### config.mk
export PLATFORM = sky130hd
export DESIGN_NAME = alu_8bit
export DESIGN_NICKNAME = d
export VERILOG_FILES = /design/src/rtl/alu_8bit_pkg.sv /design/src/rtl/alu_8bit_divider.sv /design/src/rtl/alu_8bit.sv
export SDC_FILE = /design/constraint.sdc
export NUM_CORES = 1
export LEC_CHECK = 0
export CAP_MARGIN = 20
export CELL_PAD_IN_SITES_DETAIL_PLACEMENT = 0
export CELL_PAD_IN_SITES_GLOBAL_PLACEMENT = 2
export CORE_UTILIZATION = 38
export DETAILED_ROUTE_END_ITERATION = 16
export PLACE_DENSITY = 0.91
export SLEW_MARGIN = 25
export SYNTH_ARGS = -nofsm -noshare
export SYNTH_HDL_FRONTEND = slang
export SYNTH_SLANG_ARGS = --single-unit
### constraint.sdc
create_clock -name clk -period 0.8 [get_ports clk]
set_input_delay 0.12 -clock clk [delete_from_list [all_inputs] [get_ports clk]]
set_output_delay 0.12 -clock clk [all_outputs]
set_load 0.005 [all_outputs]
### src/rtl/alu_8bit_pkg.sv
// ============================================================================
// Module   : alu_8bit_pkg
// Brief    : Shared width and opcode encodings for the 8-bit ALU.
// Revision : 1.0
// ============================================================================
`default_nettype none

package alu_8bit_pkg;

  localparam int DATA_W = 8;

  localparam logic [3:0] OP_ADD  = 4'b0000;
  localparam logic [3:0] OP_SUB  = 4'b0001;
  localparam logic [3:0] OP_AND  = 4'b0010;
  localparam logic [3:0] OP_OR   = 4'b0011;
  localparam logic [3:0] OP_XOR  = 4'b0100;
  localparam logic [3:0] OP_NOT  = 4'b0101;
  localparam logic [3:0] OP_NAND = 4'b0110;
  localparam logic [3:0] OP_NOR  = 4'b0111;
  localparam logic [3:0] OP_XNOR = 4'b1000;
  localparam logic [3:0] OP_SHL  = 4'b1001;
  localparam logic [3:0] OP_SHR  = 4'b1010;
  localparam logic [3:0] OP_ROL  = 4'b1011;
  localparam logic [3:0] OP_ROR  = 4'b1100;
  localparam logic [3:0] OP_MUL  = 4'b1101;
  localparam logic [3:0] OP_DIV  = 4'b1110;
  localparam logic [3:0] OP_ASR  = 4'b1111;

endpackage

`default_nettype wire

### src/rtl/alu_8bit_divider.sv
// ============================================================================
// Module   : alu_8bit_divider
// Brief    : Combinational unsigned restoring divider (quotient only).
// Revision : 1.0
// ============================================================================
`default_nettype none

module alu_8bit_divider
  import alu_8bit_pkg::*;
(
  input  logic [DATA_W-1:0] i_dividend,
  input  logic [DATA_W-1:0] i_divisor,
  output logic [DATA_W-1:0] o_quotient,
  output logic              o_div_by_zero
);

  logic [DATA_W:0]   w_rem;
  logic [DATA_W-1:0] w_quot;

  // One shift-compare-subtract step per quotient bit, MSB first.
  always_comb begin
    w_rem  = '0;
    w_quot = '0;
    for (int i = DATA_W - 1; i >= 0; i--) begin
      w_rem = {w_rem[DATA_W-1:0], i_dividend[i]};
      if (w_rem >= {1'b0, i_divisor}) begin
        w_rem     = w_rem - {1'b0, i_divisor};
        w_quot[i] = 1'b1;
      end
    end
  end

  assign o_quotient    = w_quot;
  assign o_div_by_zero = (i_divisor == '0);

endmodule

`default_nettype wire

### src/rtl/alu_8bit.sv
// ============================================================================
// Module   : alu_8bit
// Brief    : 8-bit registered ALU, 16 opcodes, carry/zero/overflow/sign flags.
// Revision : 1.0
// ============================================================================
`default_nettype none

module alu_8bit
  import alu_8bit_pkg::*;
(
  input  logic              clk,
  input  logic              rst_n,
  input  logic [DATA_W-1:0] A,
  input  logic [DATA_W-1:0] B,
  input  logic [3:0]        opcode,
  output logic [DATA_W-1:0] result,
  output logic              carry,
  output logic              zero,
  output logic              overflow,
  output logic              sign
);

  logic [DATA_W:0]     w_sum;
  logic [DATA_W:0]     w_diff;
  logic [2*DATA_W-1:0] w_prod;
  logic [DATA_W-1:0]   w_quot;
  logic                w_div0;
  logic [DATA_W-1:0]   w_res;
  logic                w_carry;
  logic                w_ovf;

  logic [DATA_W-1:0]   r_result;
  logic                r_carry;
  logic                r_zero;
  logic                r_ovf;
  logic                r_sign;

  // Borrow of the subtraction lands in bit 8 when A < B.
  assign w_sum  = {1'b0, A} + {1'b0, B};
  assign w_diff = {1'b0, A} - {1'b0, B};
  assign w_prod = {{DATA_W{1'b0}}, A} * {{DATA_W{1'b0}}, B};

  alu_8bit_divider u_divider (
    .i_dividend    (A),
    .i_divisor     (B),
    .o_quotient    (w_quot),
    .o_div_by_zero (w_div0)
  );

  always_comb begin
    w_res   = '0;
    w_carry = 1'b0;
    w_ovf   = 1'b0;
    case (opcode)
      OP_ADD: begin
        w_res   = w_sum[DATA_W-1:0];
        w_carry = w_sum[DATA_W];
        w_ovf   = (A[7] == B[7]) && (w_sum[7] != A[7]);
      end
      OP_SUB: begin
        w_res   = w_diff[DATA_W-1:0];
        w_carry = w_diff[DATA_W];
        w_ovf   = (A[7] != B[7]) && (w_diff[7] != A[7]);
      end
      OP_AND:  w_res = A & B;
      OP_OR:   w_res = A | B;
      OP_XOR:  w_res = A ^ B;
      OP_NOT:  w_res = ~A;
      OP_NAND: w_res = ~(A & B);
      OP_NOR:  w_res = ~(A | B);
      OP_XNOR: w_res = ~(A ^ B);
      OP_SHL: begin
        w_res   = {A[6:0], 1'b0};
        w_carry = A[7];
      end
      OP_SHR: begin
        w_res   = {1'b0, A[7:1]};
        w_carry = A[0];
      end
      OP_ROL: begin
        w_res   = {A[6:0], A[7]};
        w_carry = A[7];
      end
      OP_ROR: begin
        w_res   = {A[0], A[7:1]};
        w_carry = A[0];
      end
      OP_MUL: begin
        w_res   = w_prod[DATA_W-1:0];
        w_carry = (w_prod[2*DATA_W-1:DATA_W] != '0);
        w_ovf   = w_carry;
      end
      OP_DIV: begin
        w_res   = w_div0 ? {DATA_W{1'b1}} : w_quot;
        w_carry = w_div0;
      end
      OP_ASR: begin
        w_res   = {A[7], A[7:1]};
        w_carry = A[0];
      end
      default: begin
        w_res   = '0;
        w_carry = 1'b0;
        w_ovf   = 1'b0;
      end
    endcase
  end

  always_ff @(posedge clk or negedge rst_n) begin
    if (!rst_n) begin
      r_result <= '0;
      r_carry  <= 1'b0;
      r_zero   <= 1'b0;
      r_ovf    <= 1'b0;
      r_sign   <= 1'b0;
    end else begin
      r_result <= w_res;
      r_carry  <= w_carry;
      r_zero   <= (w_res == '0);
      r_ovf    <= w_ovf;
      r_sign   <= w_res[7];
    end
  end

  assign result   = r_result;
  assign carry    = r_carry;
  assign zero     = r_zero;
  assign overflow = r_ovf;
  assign sign     = r_sign;

endmodule

`default_nettype wire

**Run 1: placed standard cells**

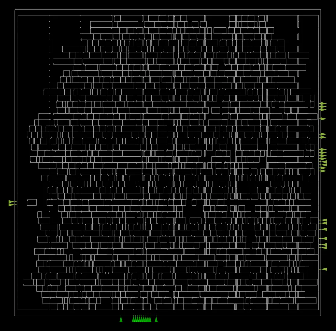
Seq area share: 0.0235
Tap Count: 225
flip-flops: 11
final core utilization: 0.673

**Run 1: placement density heat map**

(3 px per µm) The die is cut into 14 by 14 equal tiles; black is low, pale yellow is high, 0 to 100% covered.
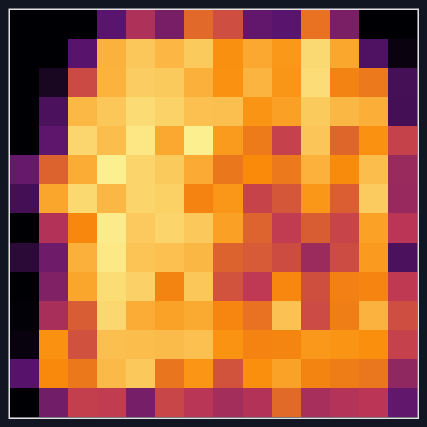
The fullest tile reaches 97%. The emptiest ninth of the die: upper left. The mean over all tiles is 62%. 44% of the tiles are over 75% full. 7.1% of the tiles are nearly empty.
Pre-Place Util: 0.391
Core ar.: 17400 µm²

==> run summary, run 1 <==
impl run done, here's what came out: final period utilization 16.8, Top Usage Layer GRT met2, Slew headroom 0.568, Yosys chip area 6800 µm², gpl congestion approximately 0.93, cts bufs inserted 3, Slew @ Worst Pin ~640 ps, data arrival time of the critical path between 10000 and 15000 ps, Mean Syn Cell Area 7.92 µm², chip area 18400 µm², maximum vdd drop between 1.5 and 2 mV, Syn Inst Count about 860, CTS tree done, CTS max path bufs 2, Total GRT Usage 0.311, met2 Usage GRT 0.530, Fillers 1393, Crit. Startpoint B[4], Die Height about 140 µm, RSZ-0062 raised after global routing yes, Main synth FF type dfrtp_1, fmax 74.3 MHz, Synthesized Nets between 1000 and 1500, Post-Place Worst Slack -13380 ps, Async SR Flop Fraction 1.00, Top non-seq family adder cells, wire length per cell roughly 20 µm, io pins 34, count of cells resized by post-cts repair between 200 and 300, max-cap violations 0, Sink Count 11, design area 11700 µm², Seq. cell area between 200 and 300 µm², Seq share, synth 0.0405, critical path class in -> reg, initial detailed-routing violation count 629, clk slew on worst S/H paths about 40 ps, n_diodes 0, Critical Path RT 940 ps, mux share 0.0585, Root Buffer Master clkbuf_16, Remaining DRCs 0, yosys cell count 859, Slew Viols, Final 0, met1 usage 0.375, hold_ws about 170 ps, yosys warns 0, aoi share 0.241, cts hold-fix bufs 0, Post-CTS Setup Bufs between 90 and 100, first-pass iteration count of the detailed router 5, status complete, but fails checks, startpoint types primary input, Final Hold Viols 0, crit-path max cell delay roughly 440 ps, critical path fanouts, max 6, Synth-to-Final Area Change 72.2%, row cnt approximately 48, number of H-tree levels 1, vias in the first global route roughly 8500, Buffers on Ports 33, CP most frequent cell ha_4, Tool Warnings 52, fin nets between 1000 and 1500, failing checks negative setup slack, Sum Neg Setup Slack -77640 ps, Slowest cell on crit path nor4_4, PD cells 1950 nW/µm², Final setup viols 23, Post-synth EDFFs 0, nature of the critical path endpoint flop, GRT Residual Overflow 0, detailed placement HPWL between 20000 and 25000 µm, Period minus WS final roughly 13000 ps, wire length of the first global-routing pass about 44000 µm, initial antenna violation count 0, Yosys cell types 83, Leakage Power around 5.7 nW, Adder Share, Synth 0.357, Antenna Nets Post-Route 0, Die W approximately 140 µm, vias per inst approximately 5.6, area of the multi-input gates roughly 7200 µm², Mapped Area roughly 6800 µm², dpl cell area between 9000 and 10000 µm², share of cells above drive strength 1 0.486, ys flops 11, Total Power ~23 mW, largest net degree at the start of global routing 22, area fraction in xor and xnor cells 0.0554, worst hold path type in -> async, Basic Gates by Area 0.180, Setup WS post-layout -12660 ps, worst setup path endpoint zero
**Run 1: the metal 3 layer**

(3 px per µm)
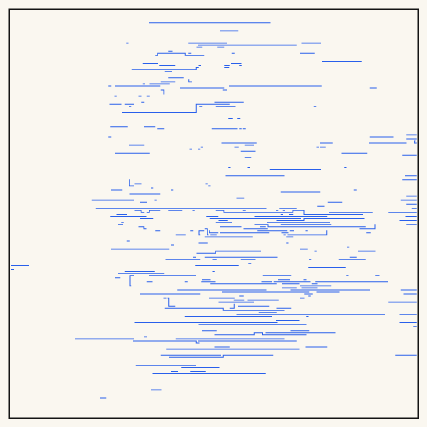
The longest straight run is 56.6 µm. The wires run mostly horizontal. The layer holds 7.0% of the routed length.
Vias: 8364
grt met3 use: 0.0511
Detailed Route WL: 29800 µm

## run 1: synthesized netlist by cell type (3+ instances only)
library cell	number	area (µm²)
a311oi_1	3	26.3
nor3b_1	4	30.0
or3_1	6	37.5
a31oi_1	6	37.5
clkbuf_1	15	56.3
o32ai_1	3	26.3
o22ai_1	10	62.6
mux2_4	4	60.1
a221oi_1	4	35.0
a21o_1	13	97.6
nor3_1	16	80.1
nand4_1	4	25.0
nor4_1	5	31.3
mux2i_1	9	90.1
xnor2_1	30	263
nand3_1	11	55.1
mux2_1	3	33.8
and3_1	6	37.5
o21a_1	14	105
o21ai_0	48	240
a21boi_0	7	52.6
ha_1	124	1550
o32a_1	3	30.0
inv_1	89	334
o221ai_1	3	26.3
o211ai_1	3	22.5
a2bb2oi_1	6	52.6
a21oi_1	62	310
clkinv_1	5	18.8
mux2_2	19	214
nand2b_1	12	75.1
and2_1	6	37.5
nand2_1	46	173
and4_1	4	35.0
o21bai_1	7	52.6
dfrtp_1	11	275
nor2_1	96	360
nor2b_1	16	100
a211oi_1	5	37.5
o31ai_1	9	67.6
fa_1	44	881
buf_2	3	15.0
buf_1	4	15.0
xor2_1	13	114
## run 1: power by group
group	switching, mW	internal, mW
combinational	9.69	11.5
clock	0.253	0.669
sequential	0.0300	0.676
## run 1: through the flow
stage | cells | utilization
after floorplan | 859 | -
after detailed placement | 1379 | 0.561
after global routing | 1490 | 0.673
after global placement | 1379 | 0.561
final | 1490 | 0.673
after CTS | 1475 | 0.643
## run 1: cell families after synthesis
group / Yosys count
flops: 11
xor+xnor: 43
mux: 35
buf+inv: 119
simple gates: 244
compound gates: 239
fa+ha+maj: 168
## run 1: worst max-delay path: cells and delay by family
family	cells	cell delay [ps]
multiplexers	5	1610
adder cells (fa/ha/maj)	7	1560
AND-OR/OR-AND	34	6140
buffers and inverters	8	880
AND/OR/NAND/NOR	19	3260
## run 1: registers in the layout (all words and copies together) (netlist names)
name	cells
result	8
overflow	1
zero	1
carry	1
## run 1: layout by cell type (no fill, tap or decap), drive strengths merged, types with 6 or more instances in the layout
cell         synthesis  final
buf                  9    413
ha                 124    124
nor2                96     96
inv                 89     82
a21oi               62     62
o21ai               50     50
nand2               46     46
fa                  44     44
xnor2               30     30
mux2                26     26
nor3                17     17
nor2b               16     16
o21a                15     15
xor2                13     13
a21o                13     13
nand2b              12     12
nand3               11     11
dfrtp               11     11
o22ai               10     10
o31ai                9      9
mux2i                9      9
a21boi               8      8
clkinvlp             0      7
o21bai               7      7
a31oi                6      6
dlygate4sd2          0      6
or3                  6      6
and2                 6      6
nor4                 6      6
and3                 6      6
a221oi               6      6
a2bb2oi              6      6
## run 1: final cells by class
| class | count | share of cell area |
|---|---|---|
| Clock buffer | 4 | 0.00673 |
| Tap cell | 225 | 0.0240 |
| Timing Repair Buffer | 427 | 0.299 |
| Multi-Input combinational cell | 729 | 0.613 |
| Inverter | 94 | 0.0343 |
| Sequential cell | 11 | 0.0235 |
## run 1: per-layer routing
layer	vias to the layer above	part of all wire	wire length (µm)
met5	-	0	0
met3	142	0.070	2100
met2	376	0.48	14200
met4	0	0.056	1670
li1	3880	-	-
met1	3966	0.40	11800
--- run 2 (diff from run 1) ---
--- a/config.mk
+++ b/config.mk
@@ -8,6 +8,7 @@
 export CAP_MARGIN = 20
 export CELL_PAD_IN_SITES_DETAIL_PLACEMENT = 0
 export CELL_PAD_IN_SITES_GLOBAL_PLACEMENT = 2
+export CORE_MARGIN = 5
 export CORE_UTILIZATION = 38
 export DETAILED_ROUTE_END_ITERATION = 16
 export PLACE_DENSITY = 0.91
==> constraint.sdc (replaced) <==
create_clock -name clk -period 14.05 [get_ports clk]
set_input_delay 2.1075 -clock clk [delete_from_list [all_inputs] [get_ports clk]]
set_output_delay 2.1075 -clock clk [all_outputs]
set_load 0.005 [all_outputs]
**Run 2: placed standard cells**

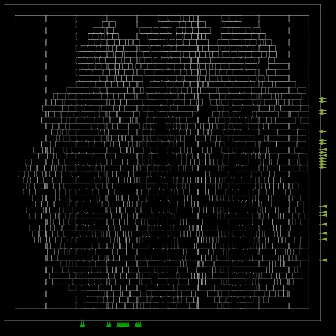
Final Non-Filler Cells: 1342
Fillers: 1612
Seq area share: 0.0277
Core ar.: 17800 µm²
row cnt: 49

**Run 2: the metal 3 layer**

(2 px per µm)
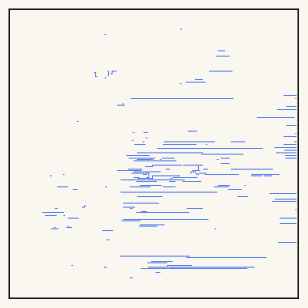
The wires run mostly horizontal. The layer carries 1240 µm of wire. The layer holds 5.1% of the routed length. 93 nets have wire on it.
Detailed Route WL: 24500 µm
grt met3 use: 0.0263
Vias: 7378

==> run 2 against run 1 <==
Compared with the run above: the run still ends with negative setup slack left; wire length decreased by 18%; power decreased by 95%; via count decreased by 12%; worst hold slack improved by 2000 ps; non-clock buffer count decreased by 152; first-iteration DRC count decreased by 19%; die area increased by 12%; critical path type unchanged; largest cell class unchanged; clock-buffer cell count unchanged; global-route usage decreased by 7.5 points; synthesized area unchanged.
==> run summary, run 2 <==
impl run done, here's what came out: Synth-to-Final Area Change 46.1%, Commonest cells post-synth ha_1, nor2_1, inv_1, yosys warns 0, largest net degree at the start of global routing 38, most frequent cells in the layout buf_4, ha_1, nor2_1, inv_1, a21oi_1, Seq share, synth 0.0405, PD cells roughly 110 nW/µm², Die W between 100 and 150 µm, first-pass iteration count of the detailed router 5, Die Height roughly 140 µm, area of the multi-input gates between 6000 and 7000 µm², WP buf/inv 10, ys flops 11, Crit path max-delay family AND-OR/OR-AND gates, Total GRT Usage 0.235, RSZ-0062 raised after global routing yes, Sum Neg Setup Slack -2360 ps, Synth area leader ha_1, data arrival time of the critical path about 15000 ps, dpl cell area 8820 µm², Yosys chip area 6800 µm², Top non-seq family adder cells, startpoint types primary input, critical path class in -> reg, initial antenna violation count 0, synth top area cells ha_1, fa_1, nor2_1, chip area 20700 µm², Top cell excl fill/tap buf_4, total stage count of the critical path between 70 and 80, Final Hold Viols 0, critical path fanouts, max 6, share of cells above drive strength 1 0.341, Critical Path RT around 14000 ps, Main synth FF type dfrtp_1, cts hold-fix bufs 0, Final setup viols 2, Syn Inst Count between 800 and 900, max-cap violations 0, Tool Warnings around 52, gpl congestion 0.901, clk slew on worst S/H paths 40 ps, Slew Viols, Final 0, hold_ws 2200 ps, Post-synth EDFFs 0, GRT Residual Overflow 0, Leakage Power between 4 and 5 nW, Period minus WS final between 15000 and 20000 ps, worst hold path type in -> async, crit-path max cell delay between 400 and 500 ps, vias per inst between 5 and 6, area fraction in xor and xnor cells 0.0554, yosys cell count ~860, Remaining DRCs 0, Root Buffer Master clkbuf_16, design area a little under 10000 µm², nature of the critical path endpoint flop, Mapped Area 6800 µm², final period utilization 1.09, CTS tree done, failing checks negative setup slack, Mean Syn Cell Area between 7 and 8 µm², CP most frequent cell ha_4, initial detailed-routing violation count approximately 510, mux share 0.0585, io pins 34, Async SR Flop Fraction 1.00, Largest register FFs 8, Synthesized Nets about 1000, wire length per cell about 18 µm, Slowest cell on crit path or3_4, Basic Gates by Area 0.180, detailed placement HPWL ~18000 µm, Pre-Place Util 0.383, Slew @ Worst Pin roughly 880 ps, Yosys cell types approximately 83, cts bufs inserted 3, fmax around 65 MHz, Slew headroom 0.409, Antenna Nets Post-Route 0, Synth top cell by count ha_1, n_diodes 0, Seq. cell area approximately 280 µm², wire length of the first global-routing pass 39200 µm, number of H-tree levels 1, Adder Share, Synth 0.357, Sink Count 11, status complete, but fails checks, Buffers on Ports 33, maximum vdd drop ~0.11 mV, fin nets 1304, vias in the first global route just under 8000, aoi share 0.241, Setup WS post-layout -1260 ps, placed insts 1274, CTS max path bufs 2, Top-area cell share 0.228
run 2: cell count changes in the layout (fill, tap and decap cells not counted), moves of 10 or more:
cell | before | now
buf_6 | 50 | 6
clkdlybuf4s50_1 | 5 | 24
buf_4 | 337 | 236
inv_1 | 72 | 82
buf_2 | 15 | 2
nor2_1 | 73 | 90
nor2_2 | 13 | 2
run 2: layer usage:
metal	up-vias	routed length, µm	global-route usage
met5	-	0	0
met4	0	622	0.0674
met3	52	1240	0.0263
met2	234	11900	0.412
met1	3512	10700	0.306
li1	3580	-	-
run 2: how the worst max path moves through the flow:
| stage | end | from |
|---|---|---|
| after detailed placement | zero | A[7] |
| after global placement | zero | A[7] |
| after floorplan | zero | B[1] |
| after CTS | zero | A[7] |
| final | zero | A[7] |
| after global routing | zero | A[7] |
run 2: power by group:
| part | leakage, nW | internal [mW] | switching (mW) | total (mW) |
|---|---|---|---|---|
| combinational | 4.59 | 0.532 | 0.465 | 0.998 |
| sequential | 0.137 | 0.0386 | 0.00182 | 0.0404 |
| clock | 0.0382 | 0.0379 | 0.0121 | 0.0500 |
run 2: through the flow:
step           worst slack [ps]  utilization  power, mW
6_report                  -1260        0.559       1.09
3_3_place_gp              -1920        0.496      0.868
3_5_place_dp              -2240        0.496      0.875
4_1_cts                    -979        0.534       1.03
2_1_floorplan             -1380            -      0.591
5_1_grt                   -2010        0.559       1.20
run 2: cells by family after synthesis:
family | Yosys count
AND-OR/OR-AND | 239
XOR/XNOR | 43
adder cells (fa/ha/maj) | 168
buffers and inverters | 119
flip-flops | 11
multiplexers | 35
AND/OR/NAND/NOR | 244
run 2: timing repair:
item / CTS / global route
gates resized: 70 / 61
setup endpoints to repair: 3 / 3
pin swaps: 41 / 60
setup buffers: 56 / 8
run 2: layout make-up:
class | count | share of cell area
timing repair buffer | 275 | 0.217
tap | 229 | 0.0288
multi-input combinational | 729 | 0.681
sequential | 11 | 0.0277
clock buffer | 4 | 0.00793
inverter | 94 | 0.0371
--- run 3 (diff from run 2) ---
--- a/config.mk
+++ b/config.mk
@@ -5,10 +5,11 @@
 export SDC_FILE = /design/constraint.sdc
 export NUM_CORES = 1
 export LEC_CHECK = 0
+export ABC_AREA = 0
 export CAP_MARGIN = 20
 export CELL_PAD_IN_SITES_DETAIL_PLACEMENT = 0
 export CELL_PAD_IN_SITES_GLOBAL_PLACEMENT = 2
-export CORE_MARGIN = 5
+export CORE_MARGIN = 2
 export CORE_UTILIZATION = 38
 export DETAILED_ROUTE_END_ITERATION = 16
 export PLACE_DENSITY = 0.91
==> constraint.sdc (replaced) <==
create_clock -name clk -period 15.9 [get_ports clk]
set_input_delay 2.385 -clock clk [delete_from_list [all_inputs] [get_ports clk]]
set_output_delay 2.385 -clock clk [all_outputs]
set_load 0.005 [all_outputs]
**Run 3: the metal 3 layer**

(3 px per µm)
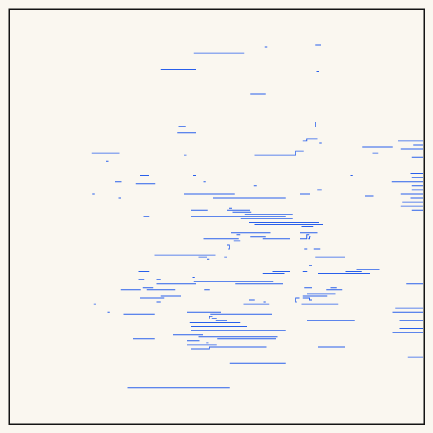
The layer holds 4.2% of the routed length. The wires run mostly horizontal.
Detailed Route WL: 23400 µm
Vias: 7037

**Run 3: placement density heat map**

(3 px per µm) The die is cut into 14 by 14 equal tiles; black is low, pale yellow is high, 0 to 100% covered.
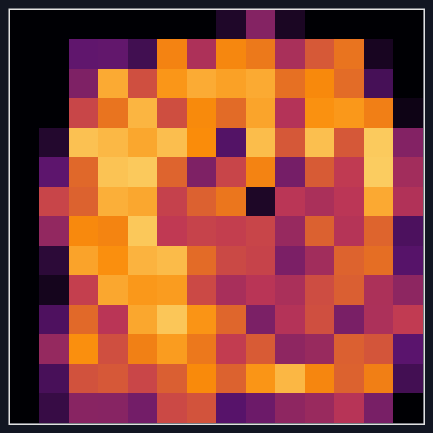
15% of the tiles are nearly empty. 19% of the tiles are over 75% full. The emptiest ninth of the die: upper left. The fullest tile reaches 89%.
final core utilization: 0.529
Core ar.: 17400 µm²

==> run 3 against run 2 <==
Compared with the run above: the flow now finishes without violations; clock-buffer cell count did not move; via count fell by 4.6%; clock power fell by 11%; final area fell by 7.3%; largest cell class unchanged; largest power group unchanged.
==> run summary, run 3 <==
impl run done, here's what came out: Remaining DRCs 0, Slowest cell on crit path or3_4, Setup WS post-layout roughly 420 ps, Post-Place Worst Slack -866 ps, critical path fanouts, max 7, cts hold-fix bufs 0, GRT Residual Overflow 0, PD cells slightly above 90 nW/µm², cts bufs inserted 3, maximum vdd drop roughly 0.099 mV, data arrival time of the critical path approximately 16000 ps, vias in the first global route between 6000 and 7000, Syn Inst Count 859, dpl cell area ~8500 µm², Yosys cell types 83, share of cells above drive strength 1 0.275, Top cell excl fill/tap buf_4, design area 9220 µm², Slew @ Worst Pin slightly above 800 ps, vias per inst 5.59, Async SR Flop Fraction 1.00, Die W 138 µm, Critical Path RT about 16000 ps, Tool Warnings 49, Synth-to-Final Area Change 35.5%, Total GRT Usage 0.246, Crit path max-delay family AND-OR/OR-AND gates, Leakage Power approximately 4.4 nW, Slew headroom 0.458, nature of the critical path endpoint flop, fmax between 60 and 70 MHz, chip area about 19000 µm², clk slew on worst S/H paths 40 ps, Synth area leader ha_1, Mapped Area 6800 µm², Final Hold Viols 0, Root Buffer Master clkbuf_16, Slew Viols, Final 0, Die Height 138 µm, initial detailed-routing violation count 428, status finished clean, wire length per cell 18.6 µm, first-pass iteration count of the detailed router 5, crit-path max cell delay 380 ps, detailed placement HPWL between 15000 and 20000 µm, Synthesized Nets between 1000 and 1500, CP most frequent cell ha_4, critical path class in -> reg, Yosys chip area 6800 µm², max-cap violations 0, Top-area cell share 0.228, Buffers on Ports 33, io pins 34, fin nets about 1200, number of H-tree levels 1, ys flops 11, largest net degree at the start of global routing 38, Synth top cell by count ha_1, initial antenna violation count 0, yosys warns 0, Mean Syn Cell Area between 7 and 8 µm², most frequent cells in the layout buf_4, ha_1, nor2_1, inv_1, a21oi_1, Antenna Nets Post-Route 0, gpl congestion between 0.9 and 1, WP buf/inv 11, Largest register FFs 8, final period utilization 0.974, Final setup viols 0, Main synth FF type dfrtp_1, Seq share, synth 0.0405, Commonest cells post-synth ha_1, nor2_1, inv_1, wire length of the first global-routing pass 36600 µm, CTS max path bufs 2, startpoint types primary input, Post-synth EDFFs 0, worst hold path type in -> async, Sink Count 11, row cnt 48, Pre-Place Util 0.391, Period minus WS final between 15000 and 20000 ps, n_diodes 0, synth top area cells ha_1, fa_1, nor2_1, yosys cell count 859, CTS tree done
==> run 3: kinds of logic (layout without fill, tap and decap cells) <==
logic type / Yosys count / in the layout / share of synthesized area
and+or+nand+nor: 244 / 244 / 0.180
AOI/OAI and AO/OA: 239 / 239 / 0.241
adders and majority gates: 168 / 168 / 0.357
buffers and inverters: 119 / 294 / 0.0680
xor gates and xnor gates: 43 / 43 / 0.0554
muxes: 35 / 35 / 0.0585
DFF: 11 / 11 / 0.0405
==> run 3: cell type report <==
cell class                      instances  area [µm²]
Fill cell                            1611        8200
Multi-Input combinational cell        729        6650
Timing Repair Buffer                  196        1580
Inverter                               94         362
Tap cell                              225         282
Sequential cell                        11         275
Clock buffer                            4        78.8
==> run 3: routing by layer <==
layer	global-route usage	wire (µm)
met1	0.342	11000
met2	0.410	10700
met3	0.0158	987
met4	0.0680	665
met5	0	0
==> run 3: power by group <==
group	leakage (nW)	internal (mW)	switching (mW)
clock network	0.0382	0.0335	0.0112
logic	4.21	0.384	0.381
registers	0.137	0.0340	0.00129
total	4.39	0.452	0.393
==> run 3: what timing repair did <==
item                       4_1_cts  5_1_grt
setup buffers                    4       13
pin swaps                       10       50
gates resized                   21       90
setup endpoints to repair        2        2
==> run 3: metrics by stage <==
step	std cells	utilization	hold WS, ps	total power, mW	TNS [ps]
after CTS	1246	0.499	2480	0.792	0
after global routing	1259	0.529	2520	0.931	-272
after floorplan	859	-	2090	0.518	0
after global placement	1238	0.489	2720	0.726	-949
final	1259	0.529	2480	0.845	0
after detailed placement	1238	0.489	2730	0.734	-1540
==> run 3: final timing paths <==
kind / cells after the start / endpoint / slack, ps / startpoint
max in group asynchronous: 1 / result[5] / 13110 / rst_n
min in group clk: 5 / overflow / 2930 / A[7]
min: 1 / result[3] / 2480 / rst_n
max: 71 / zero / 420 / A[7]
Power and IR drop assume default switching activity.
